## src/rtl/uart_param.sv

```systemverilog
// uart_param: single-clock UART transceiver with build-time frame format.
// A shared divider produces the 16x oversampling tick for the receiver.
// The transmitter keeps its own bit-phase counter, which restarts on every
// accepted load, so that each transmitted bit lasts exactly 16*CLK_DIV cycles.
// The receiver reports framing, parity and overrun errors alongside each word.
module uart_param #(
  parameter int CLK_DIV   = 4,
  parameter int DATA_BITS = 8,
  parameter int PARITY    = 0,
  parameter int STOP_BITS = 1
) (
  input  logic                 clk,
  input  logic                 reset_n,
  input  logic                 ld_tx_data,
  input  logic [DATA_BITS-1:0] tx_data,
  input  logic                 tx_enable,
  output logic                 tx_out,
  output logic                 tx_empty,
  input  logic                 uld_rx_data,
  output logic [DATA_BITS-1:0] rx_data,
  input  logic                 rx_enable,
  input  logic                 rx_in,
  output logic                 rx_empty,
  output logic                 rx_frame_err,
  output logic                 rx_parity_err,
  output logic                 rx_overrun
);

  localparam int BIT_CYC = 16 * CLK_DIV;
  localparam int CW      = $clog2(BIT_CYC);
  localparam int DW      = $clog2(CLK_DIV + 1);
  localparam logic [CW-1:0] BIT_LAST  = CW'(BIT_CYC - 1);
  localparam logic [CW-1:0] BIT_PRE   = CW'(BIT_CYC - 2);
  localparam logic [DW-1:0] DIV_LAST  = DW'(CLK_DIV - 1);
  localparam logic [2:0]    IDX_DLAST = 3'(DATA_BITS - 1);
  localparam logic [2:0]    IDX_SLAST = 3'(STOP_BITS - 1);
  localparam logic          ODD       = (PARITY == 1);

  typedef enum logic [2:0] {S_IDLE, S_START, S_DATA, S_PAR, S_STOP} state_t;

  // ---------------------------------------------------------------------------
  // Oversampling tick
  // ---------------------------------------------------------------------------
  logic [DW-1:0] div_cnt;
  logic          tick;

  assign tick = (div_cnt == DIV_LAST);

  // Free-running modulo-CLK_DIV divider.
  always_ff @(posedge clk) begin
    if (!reset_n)  div_cnt <= '0;
    else if (tick) div_cnt <= '0;
    else           div_cnt <= div_cnt + 1'b1;
  end

  // ---------------------------------------------------------------------------
  // Transmitter
  // ---------------------------------------------------------------------------
  state_t               tx_state;
  logic [CW-1:0]        tx_cnt;
  logic [2:0]           tx_idx;
  logic [DATA_BITS-1:0] tx_shreg;
  logic                 tx_par;
  logic                 tx_bit_end, tx_last_stop, tx_load, tx_start;

  assign tx_bit_end   = (tx_cnt == BIT_LAST);
  assign tx_last_stop = (tx_state == S_STOP) && (tx_idx == IDX_SLAST);
  assign tx_load      = ld_tx_data && tx_empty && tx_enable;
  // tx_empty is already high in the final stop cycle, so a load presented
  // then begins the next start bit with no idle gap.
  assign tx_start     = tx_load && ((tx_state == S_IDLE) || (tx_last_stop && tx_bit_end));

  // TX frame sequencer: start, data LSB first, optional parity, stop bits.
  always_ff @(posedge clk) begin
    if (!reset_n) begin
      tx_state <= S_IDLE;
      tx_cnt   <= '0;
      tx_idx   <= '0;
      tx_shreg <= '0;
      tx_par   <= 1'b0;
      tx_out   <= 1'b1;
      tx_empty <= 1'b1;
    end else if (tx_start) begin
      tx_shreg <= tx_data;
      tx_par   <= (^tx_data) ^ ODD;
      tx_empty <= 1'b0;
      tx_out   <= 1'b0;
      tx_cnt   <= '0;
      tx_idx   <= '0;
      tx_state <= S_START;
    end else if (tx_state != S_IDLE) begin
      tx_cnt <= tx_bit_end ? '0 : tx_cnt + 1'b1;
      if (tx_last_stop && tx_cnt == BIT_PRE) tx_empty <= 1'b1;
      if (tx_bit_end) begin
        case (tx_state)
          S_START: begin
            tx_state <= S_DATA;
            tx_out   <= tx_shreg[0];
          end
          S_DATA: begin
            if (tx_idx == IDX_DLAST) begin
              tx_idx <= '0;
              if (PARITY != 0) begin
                tx_state <= S_PAR;
                tx_out   <= tx_par;
              end else begin
                tx_state <= S_STOP;
                tx_out   <= 1'b1;
              end
            end else begin
              tx_idx   <= tx_idx + 1'b1;
              tx_shreg <= tx_shreg >> 1;
              tx_out   <= tx_shreg[1];
            end
          end
          S_PAR: begin
            tx_state <= S_STOP;
            tx_out   <= 1'b1;
          end
          S_STOP: begin
            if (tx_idx == IDX_SLAST) tx_state <= S_IDLE;
            else                     tx_idx   <= tx_idx + 1'b1;
          end
          default: tx_state <= S_IDLE;
        endcase
      end
    end
  end

  // ---------------------------------------------------------------------------
  // Receiver
  // ---------------------------------------------------------------------------
  logic [1:0]           rx_sync;
  logic                 rx_s;
  state_t               rx_state;
  logic [3:0]           rx_tick;
  logic [2:0]           rx_idx;
  logic [DATA_BITS-1:0] rx_shreg;
  logic                 rx_perr;
  logic                 rx_done;

  assign rx_s    = rx_sync[1];
  assign rx_done = rx_enable && tick && (rx_state == S_STOP) && (rx_tick == 4'd15);

  // RX synchroniser, mid-bit sampler and host-side word/flag holding.
  always_ff @(posedge clk) begin
    if (!reset_n) begin
      rx_sync       <= 2'b11;
      rx_state      <= S_IDLE;
      rx_tick       <= '0;
      rx_idx        <= '0;
      rx_shreg      <= '0;
      rx_perr       <= 1'b0;
      rx_data       <= '0;
      rx_empty      <= 1'b1;
      rx_frame_err  <= 1'b0;
      rx_parity_err <= 1'b0;
      rx_overrun    <= 1'b0;
    end else begin
      rx_sync <= {rx_sync[0], rx_in};

      // A completing word takes priority over a same-cycle unload.
      if (rx_done) begin
        rx_data       <= rx_shreg;
        rx_empty      <= 1'b0;
        rx_frame_err  <= ~rx_s;
        rx_parity_err <= rx_perr;
        rx_overrun    <= ~rx_empty & ~uld_rx_data;
      end else if (uld_rx_data && !rx_empty) begin
        rx_empty      <= 1'b1;
        rx_frame_err  <= 1'b0;
        rx_parity_err <= 1'b0;
        rx_overrun    <= 1'b0;
      end

      if (!rx_enable) begin
        rx_state <= S_IDLE;
        rx_tick  <= '0;
      end else if (tick) begin
        case (rx_state)
          S_IDLE: begin
            if (!rx_s) begin
              rx_state <= S_START;
              rx_tick  <= '0;
            end
          end
          // Half a bit after the falling edge: a high line is a glitch.
          S_START: begin
            if (rx_tick == 4'd7) begin
              rx_tick  <= '0;
              rx_idx   <= '0;
              rx_state <= rx_s ? S_IDLE : S_DATA;
            end else begin
              rx_tick <= rx_tick + 1'b1;
            end
          end
          default: begin
            rx_tick <= rx_tick + 1'b1;
            if (rx_tick == 4'd15) begin
              case (rx_state)
                S_DATA: begin
                  rx_shreg <= {rx_s, rx_shreg[DATA_BITS-1:1]};
                  if (rx_idx == IDX_DLAST) begin
                    rx_idx   <= '0;
                    rx_state <= (PARITY != 0) ? S_PAR : S_STOP;
                  end else begin
                    rx_idx <= rx_idx + 1'b1;
                  end
                end
                S_PAR: begin
                  rx_perr  <= (^rx_shreg) ^ rx_s ^ ODD;
                  rx_state <= S_STOP;
                end
                default: rx_state <= S_IDLE;
              endcase
            end
          end
        endcase
      end
    end
  end

endmodule

```

## config.mk

```make
export PLATFORM = sky130hd
export DESIGN_NAME = uart_param
export DESIGN_NICKNAME = d
export VERILOG_FILES = /design/src/rtl/uart_param.sv
export SDC_FILE = /design/constraint.sdc
export NUM_CORES = 1
export LEC_CHECK = 0
export CAP_MARGIN = 5
export CORE_UTILIZATION = 45
export CTS_BUF_LIST = sky130_fd_sc_hd__clkbuf_8 sky130_fd_sc_hd__clkbuf_16
export DETAILED_ROUTE_END_ITERATION = 12
export HOLD_SLACK_MARGIN = 0.05
export PLACE_DENSITY = 0.66
export SKIP_CTS_REPAIR_TIMING = 1
export SYNTH_ARGS = -nofsm -noshare
export SYNTH_HDL_FRONTEND = slang
export SYNTH_SLANG_ARGS = --single-unit
```

## constraint.sdc

```tcl
create_clock -name clk -period 4.3 [get_ports clk]
set_input_delay 0.86 -clock clk [delete_from_list [all_inputs] [get_ports clk]]
set_output_delay 0.86 -clock clk [all_outputs]
set_load 0.1 [all_outputs]
```

clock_map.png
Scale: 6 px per µm.
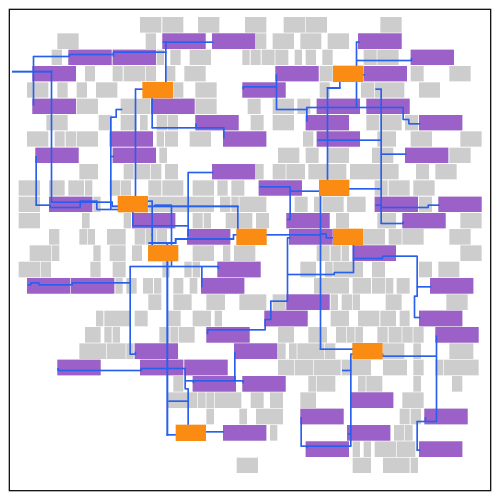
- clock wires: blue (length 772 µm)
- flip-flops: purple (count 58)
- cells driving clock nets: orange (count 9)
- routed clock nets: 10

final_clocks.png
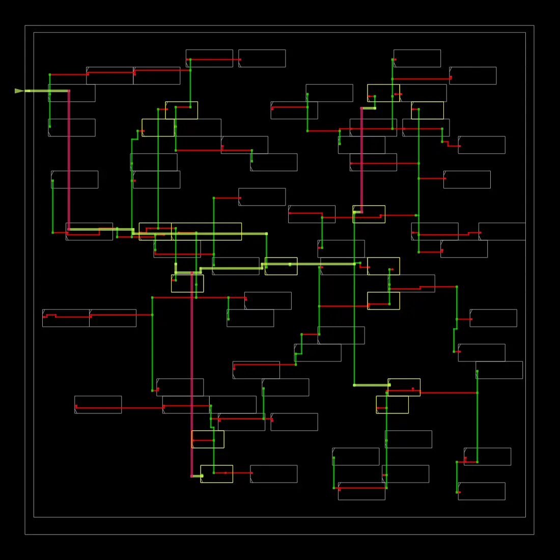
registers: 58
Clock Latency Late Sink: 0.33 ns
TritonCTS buffer count: 9
Clock Sinks: 58

==> summary.txt <==
ys flop type - dfxtp_1
clock skew - 0.00515 ns
Via density - 5.08
Synth Area in Compound Gates - 13.0%
fmax - 0.374 GHz
tool warnings - 28
IO Port Bufs - 28
Post-synth ARST share - 0%
Top delay family on crit path - buffers and inverters
Commonest Layout Cell - dfxtp_1
Setup crit end kind - output pin
H-tree levels - 3
RSZ-0062 raised after global routing - false
# IOs - 29
Leak - 0.00135 µW
Post-synth seq share - 42.4%
Yosys chip area - 2740 µm²
maxcap violations - 0
DRC - 0
Dominant comb cell - simple AND/OR/NAND/NOR gates
flip-flops with a built-in enable - 0
WP data arrival - 1.82 ns
Slowest-stage cell, CP - clkdlybuf4s50_1
global route overflow - 0
final weighted congestion in routability-driven placement - 0.778
cells in synth_stat.txt - 296
number of global-route vias before repair - 1845
dominant cell type by area after synthesis - dfxtp_1
DR vias - 2030
core area - 5890 µm²
crit path launch type - flip-flop
row count - 28
final net count - 346
Die Area - 6400 µm²
crit path kind - flip-flop to output pin
Tot GR Track Use - 17.2%
Avg WL per Cell - 12.4 µm
Slew @ Worst Pin - 0.974 ns
die height - 80.0 µm
Crit Path Max Fanout - 4
Period minus WS final - 2.68 ns
crit path DRT - 3.44 ns
clock slew at reported path FFs - 0.06 ns
total iterations of the first detailed-routing run - 4
clk buf depth - 2
Worst Path Buf+Inv - 1
headroom to the max-slew limit - 34.9%
Area Overhead vs Synth - 18.9%
ANT nets after route - 0
status - finished clean
initial DRC count - 71
Worst VDD drop - 0.000270 V
Synth Cell Area - 2740 µm²
slowest stage delay, CP - 1.14 ns
initial antenna violation count - 0
Area leader share - 42.4%
CTS tree - built
die width - 80.0 µm
first-pass GRT wire length - 8420 µm
antenna cell count - 0
Root Buffer - clkbuf_8
initial cell density of the core - 46.5%
yosys xor share - 4.34%
final setup TNS - 0 ns
share of cells above drive strength 1 - 7.69%
pins.png
Scale: 4 px per µm. Pins as bars across the die edge, other pins in gray.
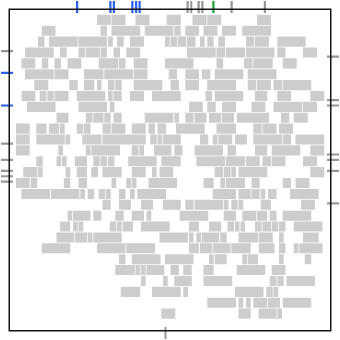
- tx_data: blue (pins 8; direction input; edge 6 top, 2 left)
- rx_overrun: green (pins 1; direction output; edge top)

==> sequential cells by signal, summed over array words and instances, names as in the netlist <==
register,flops
rx_idx,3
tx_idx,3
rx_tick,4
rx_frame_err,1
rx_data,8
div_cnt,3
rx_overrun,1
tx_empty,1
tx_out,1
rx_shreg,8
rx_parity_err,1
rx_state,3
tx_shreg,8
tx_state,3
rx_perr,1
rx_empty,1
tx_cnt,6
rx_sync,2
==> cell usage after synthesis, drive strengths merged, types with 3 or more instances <==
library cell / n
a21boi: 4
a21oi: 19
and2: 4
and3: 3
buf: 8
clkbuf: 7
dfxtp: 58
ha: 10
inv: 11
mux2i: 27
nand2: 20
nand2b: 7
nand3: 9
nor2: 23
nor2b: 18
nor3: 8
o21ai: 19
or3: 3
or4: 3
xnor2: 6
xor2: 5
==> report_power, final <==
group / total [µW] / switching, µW / internal, µW
Sequential: 560 / 8.89 / 551
Clock: 548 / 204 / 344
Combinational: 73.6 / 40.6 / 33.0
==> final timing paths <==
path	cells past startpoint	start	endpoint	slack [ns]
hold reg to reg	1	rx_sync[0]	rx_sync[1]	0.42
setup / recovery	1	rx_empty	rx_empty	1.62
setup reg to reg	7	tx_idx[0]	tx_cnt[1]	1.95
hold / removal	1	rx_sync[0]	rx_sync[1]	0.42
==> cell type report <==
type / instances / area, µm²
Clock buffer: 14 / 193
Clock inverter: 1 / 30.0
Fill cell: 580 / 2630
Inverter: 11 / 41.3
Multi-Input combinational cell: 212 / 1450
Sequential cell: 58 / 1160
Tap cell: 75 / 93.8
Timing Repair Buffer: 29 / 288
==> cell families (layout without fill, tap and decap cells) <==
kind of cell               Yosys count  in the layout
muxes                               27             27
buffers and inverters               26             55
and+or+nand+nor                    107            107
xor gates and xnor gates            12             12
AOI/OAI and AO/OA                   56             56
DFF                                 58             58
adders and majority gates           10             10
==> stage by stage <==
step                      worst slack [ns]  power [µW]  instance area [µm²]  cells
after floorplan                       2.11         621                 2740    296
after global placement                1.53         644                 3030    385
after detailed placement              1.46         646                 3030    385
after CTS                             1.60        1200                 3250    400
after global routing                  1.56        1230                 3250    400
final                                 1.62        1180                 3250    400
==> per-layer routing <==
layer  part of all wire (%)  wire length (µm)  global-route usage [%]
met4                    1.4                70                    9.64
met5                      0                 0                       0
met3                    2.3               115                    4.11
met2                     45              2250                    26.4
met1                     51              2520                    22.0
Power figures rest on the tool's default switching activity, not on a simulated workload.
